===== config.mk =====
export PLATFORM = sky130hd
export DESIGN_NAME = nbit_signmag_to_twos
export DESIGN_NICKNAME = d
export VERILOG_FILES = /design/src/rtl/nbit_signmag_to_twos.sv
export SDC_FILE = /design/constraint.sdc
export NUM_CORES = 1
export LEC_CHECK = 0
export ABC_AREA = 1
export CAP_MARGIN = 20
export CORE_UTILIZATION = 40
export CTS_CLUSTER_SIZE = 30
export DETAILED_ROUTE_END_ITERATION = 8
export PLACE_DENSITY = 0.63
export SLEW_MARGIN = 25
export SYNTH_ARGS = -nofsm -noshare
export SYNTH_HDL_FRONTEND = slang
export SYNTH_SLANG_ARGS = --single-unit

===== constraint.sdc =====
create_clock -name clk -period 2 [get_ports clk]
set_clock_uncertainty 0.2 [all_clocks]
set_input_delay 0.3 -clock clk [delete_from_list [all_inputs] [get_ports clk]]
set_output_delay 0.3 -clock clk [all_outputs]
set_load 0.02 [all_outputs]

===== src/rtl/nbit_signmag_to_twos.sv =====
// Bit-serial sign-magnitude to two's-complement converter.
// The magnitude is walked LSB-first one bit per clock: bits are copied up to
// and including the first 1, and every later bit is inverted when the operand
// is negative. A start/busy/done handshake frames each conversion.
module nbit_signmag_to_twos #(
    parameter int WIDTH = 5
) (
    input  logic             clk,
    input  logic             rst,
    input  logic             start,
    input  logic             sign,
    input  logic [WIDTH-2:0] Mag,
    output logic [WIDTH-1:0] Com,
    output logic             busy,
    output logic             done,
    output logic             neg_zero
);

    // Counter needs to reach WIDTH-1 without wrapping; keep at least one bit.
    localparam int CNT_W = ($clog2(WIDTH) < 1) ? 1 : $clog2(WIDTH);
    localparam logic [CNT_W-1:0] LAST_CNT = CNT_W'(WIDTH - 1);

    typedef enum logic [1:0] {
        IDLE  = 2'd0,
        SHIFT = 2'd1,
        DONE  = 2'd2
    } state_t;

    state_t             state_q, state_d;
    logic [WIDTH-1:0]   shiftReg_q, shiftReg_d;
    logic [WIDTH-1:0]   result_q, result_d;
    logic [CNT_W-1:0]   count_q, count_d;
    logic               negative_q, negative_d;
    logic               seenOne_q, seenOne_d;
    logic [WIDTH-1:0]   com_q, com_d;
    logic               negZero_q, negZero_d;
    logic               curBit;
    logic               outBit;

    // State and datapath registers; reset wins over everything and aborts a conversion.
    always_ff @(posedge clk) begin
        if (rst) begin
            state_q    <= IDLE;
            shiftReg_q <= '0;
            result_q   <= '0;
            count_q    <= '0;
            negative_q <= 1'b0;
            seenOne_q  <= 1'b0;
            com_q      <= '0;
            negZero_q  <= 1'b0;
        end else begin
            state_q    <= state_d;
            shiftReg_q <= shiftReg_d;
            result_q   <= result_d;
            count_q    <= count_d;
            negative_q <= negative_d;
            seenOne_q  <= seenOne_d;
            com_q      <= com_d;
            negZero_q  <= negZero_d;
        end
    end

    // Next-state logic: latch operands in IDLE, process one bit per SHIFT cycle,
    // publish the result on the last SHIFT edge, then spend one cycle in DONE.
    always_comb begin
        state_d    = state_q;
        shiftReg_d = shiftReg_q;
        result_d   = result_q;
        count_d    = count_q;
        negative_d = negative_q;
        seenOne_d  = seenOne_q;
        com_d      = com_q;
        negZero_d  = negZero_q;
        curBit     = shiftReg_q[0];
        outBit     = (negative_q & seenOne_q) ? ~shiftReg_q[0] : shiftReg_q[0];

        case (state_q)
            IDLE: begin
                if (start) begin
                    shiftReg_d = {1'b0, Mag};
                    negative_d = sign;
                    result_d   = '0;
                    count_d    = '0;
                    seenOne_d  = 1'b0;
                    state_d    = SHIFT;
                end
            end
            SHIFT: begin
                result_d   = {outBit, result_q[WIDTH-1:1]};
                shiftReg_d = {1'b0, shiftReg_q[WIDTH-1:1]};
                seenOne_d  = seenOne_q | curBit;
                count_d    = count_q + CNT_W'(1);
                if (count_q == LAST_CNT) begin
                    state_d   = DONE;
                    com_d     = {outBit, result_q[WIDTH-1:1]};
                    negZero_d = negative_q & ~(seenOne_q | curBit);
                end
            end
            DONE: begin
                state_d = IDLE;
            end
            default: begin
                state_d = IDLE;
            end
        endcase
    end

    assign Com      = com_q;
    assign neg_zero = negZero_q;
    assign busy     = (state_q == SHIFT) || (state_q == DONE);
    assign done     = (state_q == DONE);

endmodule


### Floorplan with the power grid

Scale bar: 20 um. Pins as bars on the die edge. Tap cells in grey.
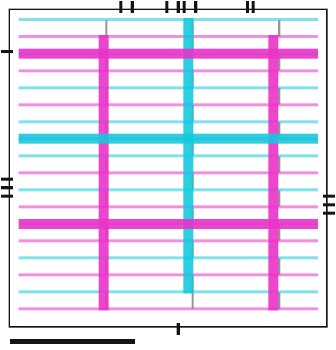
| net | colour |
|---|---|
| VSS | magenta |
| VDD | cyan |
met5 straps: 3
rows: 17

### Metal layers overlaid

Scale bar: 20 um. Only two layers are drawn.
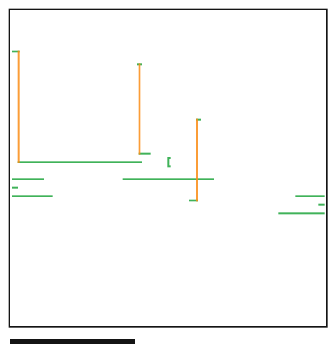
| layer | colour | wire length |
|---|---|---|
| metal 3 | green | 63.7 um |
| metal 4 | orange | 44.9 um |

### Routed clock nets over the placement

Scale bar: 20 um.
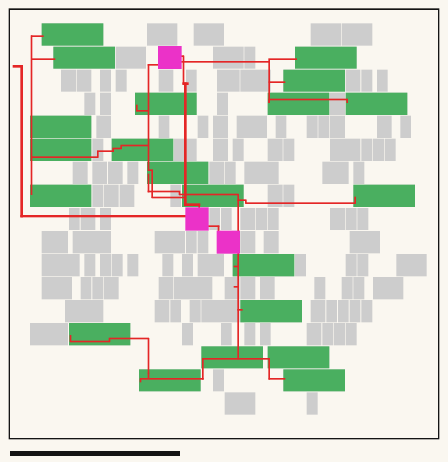
[flip-flops] green | count: 21
[clock wires] red | length: 245 um
[clock drivers] magenta | count: 3
routed clock nets: 4

### Placement by cell class

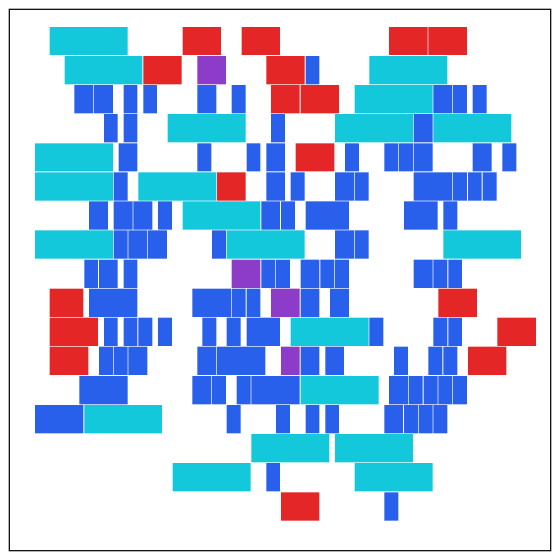
| class | colour | cells | share of their area |
|---|---|---|---|
| flops | cyan | 21 | 37% |
| other buffers and delay cells | red | 17 | 15% |
| combinational and other logic | blue | 106 | 45% |
| clock drivers and dummy loads | purple | 4 | 2.5% |

==> notes.md <==
Implementation run completed; key figures follow.

Clock network:
- The run puts the post-CTS setup buffer count at 0.
- The run gives the clock slew at the register clock pins of the worst setup and hold paths as roughly 0.11 ns.
- The run puts the maximum clock path buffer count at 2.
- In this run the number of H-tree levels came out at 1.
- The cell sitting at the root of the clock tree is a clkbuf_4.
- The run gives the TritonCTS clock tree as built.
- The run gives the clock latency on the worst-skew pair as approximately 0.3 ns.
- The run puts the count of clock tree sinks at 21.
- The run puts the total clock buffers created by CTS at 3.

Job:
- The run gives the OpenROAD warning count as 29.
- The run gives the count of max-cap constraint violations as 0.

Floorplan:
- The run gives the die boundary width as approximately 51 um.
- The floorplan has 17 rows.
- The run puts the effective utilization at floorplan at 42.53%.
- According to the floorplan report, the placeable core area is roughly 0.0022 sq mm.
- The floorplan step defined a die boundary enclosing roughly 0.0026 sq mm.
- The run gives the die height as a little over 50 um.
- The run gives the number of I/O pins as 16.

Layout:
- The run gives the final antenna diode count as 0.
- The run gives the layout-stage area growth over the synthesis result as 23.14%.
- In the final design database the tool counted 162 nets.
- Per the cell usage report, the commonest logic cells after layout are 38 x nand2_1, 21 x dfxtp_1, 16 x nor2_1.
- Among logic cells in the layout, the one with the most instances is nand2_1.

Synthesis:
- The cell area that synthesis handed to floorplanning was around 940 sq um.
- For this design, Yosys synthesis ends with a cell count of about 130.
- The run puts the fraction of synthesized area in multiplexers at 0%.
- The run puts the compound-gate portion of the synthesized area at 12.10%.
- The run gives the dominant kind of combinational cell as simple AND/OR/NAND/NOR gates.
- The run gives the count of state elements after synthesis as 21.
- The area recorded from the Yosys report for this design is 940.9 sq um.
- The run puts the tally of yosys warning messages at 0.
- The run gives the fraction of the yosys area taken by sequential cells as between 40 and 50%.
- Averaged over all synthesized cells, the footprint is ~7.3 sq um.
- In this run, the synthesized area fraction spent on adder and majority cells is recorded as 6.649%.

Hold path:
- The run gives the type of the most critical hold path as reg2reg.
- The launch point of the worst min-delay path is recorded as Com[2]$_SDFFE_PP0P_.
- The run puts the number of cells on the worst hold path at 2.

Timing:
- Setup repair after global routing left no endpoint under its margin.
- Based on the critical path, the design can be clocked at up to ~0.54 GHz.
- The final timing report derives a shortest allowable period of ~1.8 ns.
- The run puts the total setup violations reported at the end of the flow at 0.
- The run gives the number of pins exceeding their max-slew limit in the final report as 0.
- The run gives the aggregate negative setup slack as 0 ns.
- The run gives the final worst-path cycle share as between 90% and 100%.
- The run puts the worst-margin pin slew at ~0.44 ns.

Critical path:
- Looking at the setup timing report, the critical path kind is reg2out.
- Per the STA report, the cell with the highest stage delay on the worst path is dfxtp_1.
- The run gives the nature of the critical path endpoint as an output pin.
- The run gives the flop-to-flop setup slack as around 0.28 ns.
- The critical path endpoint has a required time of 1.50 ns.
- The run gives the depth of the worst register-to-register path as 7.
- The run gives the kind of start point of the critical path as a flop.
- The cell sequence reported for the critical path is inv_1, ha_1, dlygate4sd2_1.

GRT:
- The run gives the number of global-route vias before repair as between 700 and 800.
- The initial antenna violation count was 0.
- The run gives the largest net degree at the start of global routing as 13.
- The run gives the leftover overflow at the end of global routing as 0.

Pwr:
- The run gives the peak supply drop as 0.4166 mV.
- The run gives the power consumption as ~760 uW.

Place:
- The run gives the final weighted congestion in routability-driven placement as between 0.7 and 0.8.
- The run gives the count of port buffers added during placement as 15.

Drt:
- The run gives the first-iteration detailed-routing DRC count as 7.
- The run puts the count of TritonRoute iterations in the first routing pass at 4.
- For this run, the detailed router reports a per-instance via density of ~4.9.
- The run puts the remaining antenna violation count after routing at 0.
- The run puts the number of DRC violations after detailed routing at 0.
- Detailed routing inserted a total of ~860 vias.

Status:
- The flow ran to the end, and the final reports show no timing, DRC or antenna violations.
==> area by class of cell <==
class                      instances  area, sq um
sequential                        21        420.4
timing repair buffer              17        166.4
clock buffer                       3        22.52
tap                               28        35.03
clock inverter                     1        5.005
inverter                          13        53.80
fill                             237         1054
multi-input combinational         93        455.4
==> logic make-up after synthesis <==
| kind of cell | Yosys count |
|---|---|
| AOI/OAI and AO/OA | 22 |
| adders and majority gates | 5 |
| and+or+nand+nor | 66 |
| DFF | 21 |
| buffers and inverters | 15 |
==> worst max-delay path, delay by kind of cell, from the launching register on <==
family                   cells  cell delay (ns)
adder cells (fa/ha/maj)      1             0.28
flip-flops                   1             0.37
buffers and inverters        2             0.39
==> routing by layer <==
| layer | GRT usage [%] | wire length (um) | up-vias |
|---|---|---|---|
| met1 | 20.19 | 878 | 385 |
| met4 | 9.259 | 44 | 0 |
| met3 | 3.636 | 63 | 6 |
| li1 | - | - | 451 |
| met2 | 28.67 | 890 | 16 |
| met5 | 0 | 0 | - |
==> timing repair <==
action / in CTS / in global routing
setup endpoints to repair: 1 / 1
resized: 1 / 1
hold buffers: 0 / 0
==> worst max-delay path by stage <==
stage,start,end,slack (ns)
after floorplan,state_q[0]$_SDFFE_PP0P_,shiftReg_q[1]$_SDFFE_PP0P_,0.59
final,state_q[0]$_SDFFE_PP0P_,busy,0.16
after detailed placement,state_q[1]$_SDFFE_PP0P_,busy,0.23
after CTS,state_q[0]$_SDFFE_PP0P_,done,0.002
after global placement,state_q[0]$_SDFFE_PP0P_,busy,0.25
after global routing,state_q[0]$_SDFFE_PP0P_,busy,0.08
==> registers in the layout, indices dropped and copies added (netlist names) <==
register,flops
result_q,4
state_q,2
seenOne_q,1
Com,5
count_q,3
shiftReg_q,4
negative_q,1
neg_zero,1
==> synth_stat cells <==
| cell type | instances | area [sq um] |
|---|---|---|
| inv_2 | 1 | 3.750 |
| o21ai_0 | 6 | 30.03 |
| nand3_2 | 1 | 10.01 |
| dfxtp_1 | 21 | 420.4 |
| inv_6 | 1 | 8.760 |
| inv_1 | 11 | 41.29 |
| clkbuf_1 | 1 | 3.750 |
| ha_1 | 5 | 62.56 |
| a21oi_2 | 1 | 8.760 |
| nand3_1 | 9 | 45.04 |
| o21ai_1 | 1 | 5.000 |
| nor3_2 | 1 | 10.01 |
| nor2_1 | 16 | 60.06 |
| nand2_1 | 38 | 142.6 |
| a21oi_1 | 14 | 70.07 |
| nand2_4 | 1 | 11.26 |
| buf_4 | 1 | 7.510 |
==> metrics by stage <==
stage                     utilization (%)  worst slack [ns]  cell area, sq um  hold WS, ns  cells
after floorplan                         -            0.5913             940.9       0.1691    129
after global placement              51.07            0.2539              1130       0.2525    172
after detailed placement            51.07            0.2271              1130       0.2584    172
after CTS                           52.26          0.001917              1156       0.2760    176
after global routing                52.38           0.07970              1159       0.2999    176
final                               52.38            0.1603              1159       0.2698    176
==> power by group <==
| part | internal (mW) | switching (mW) | leakage, nW |
|---|---|---|---|
| registers | 0.433 | 0.0108 | 0.171 |
| logic | 0.0432 | 0.0701 | 0.313 |
| clock network | 0.0745 | 0.127 | 0.0177 |
Power is estimated from default activity; no workload was simulated.
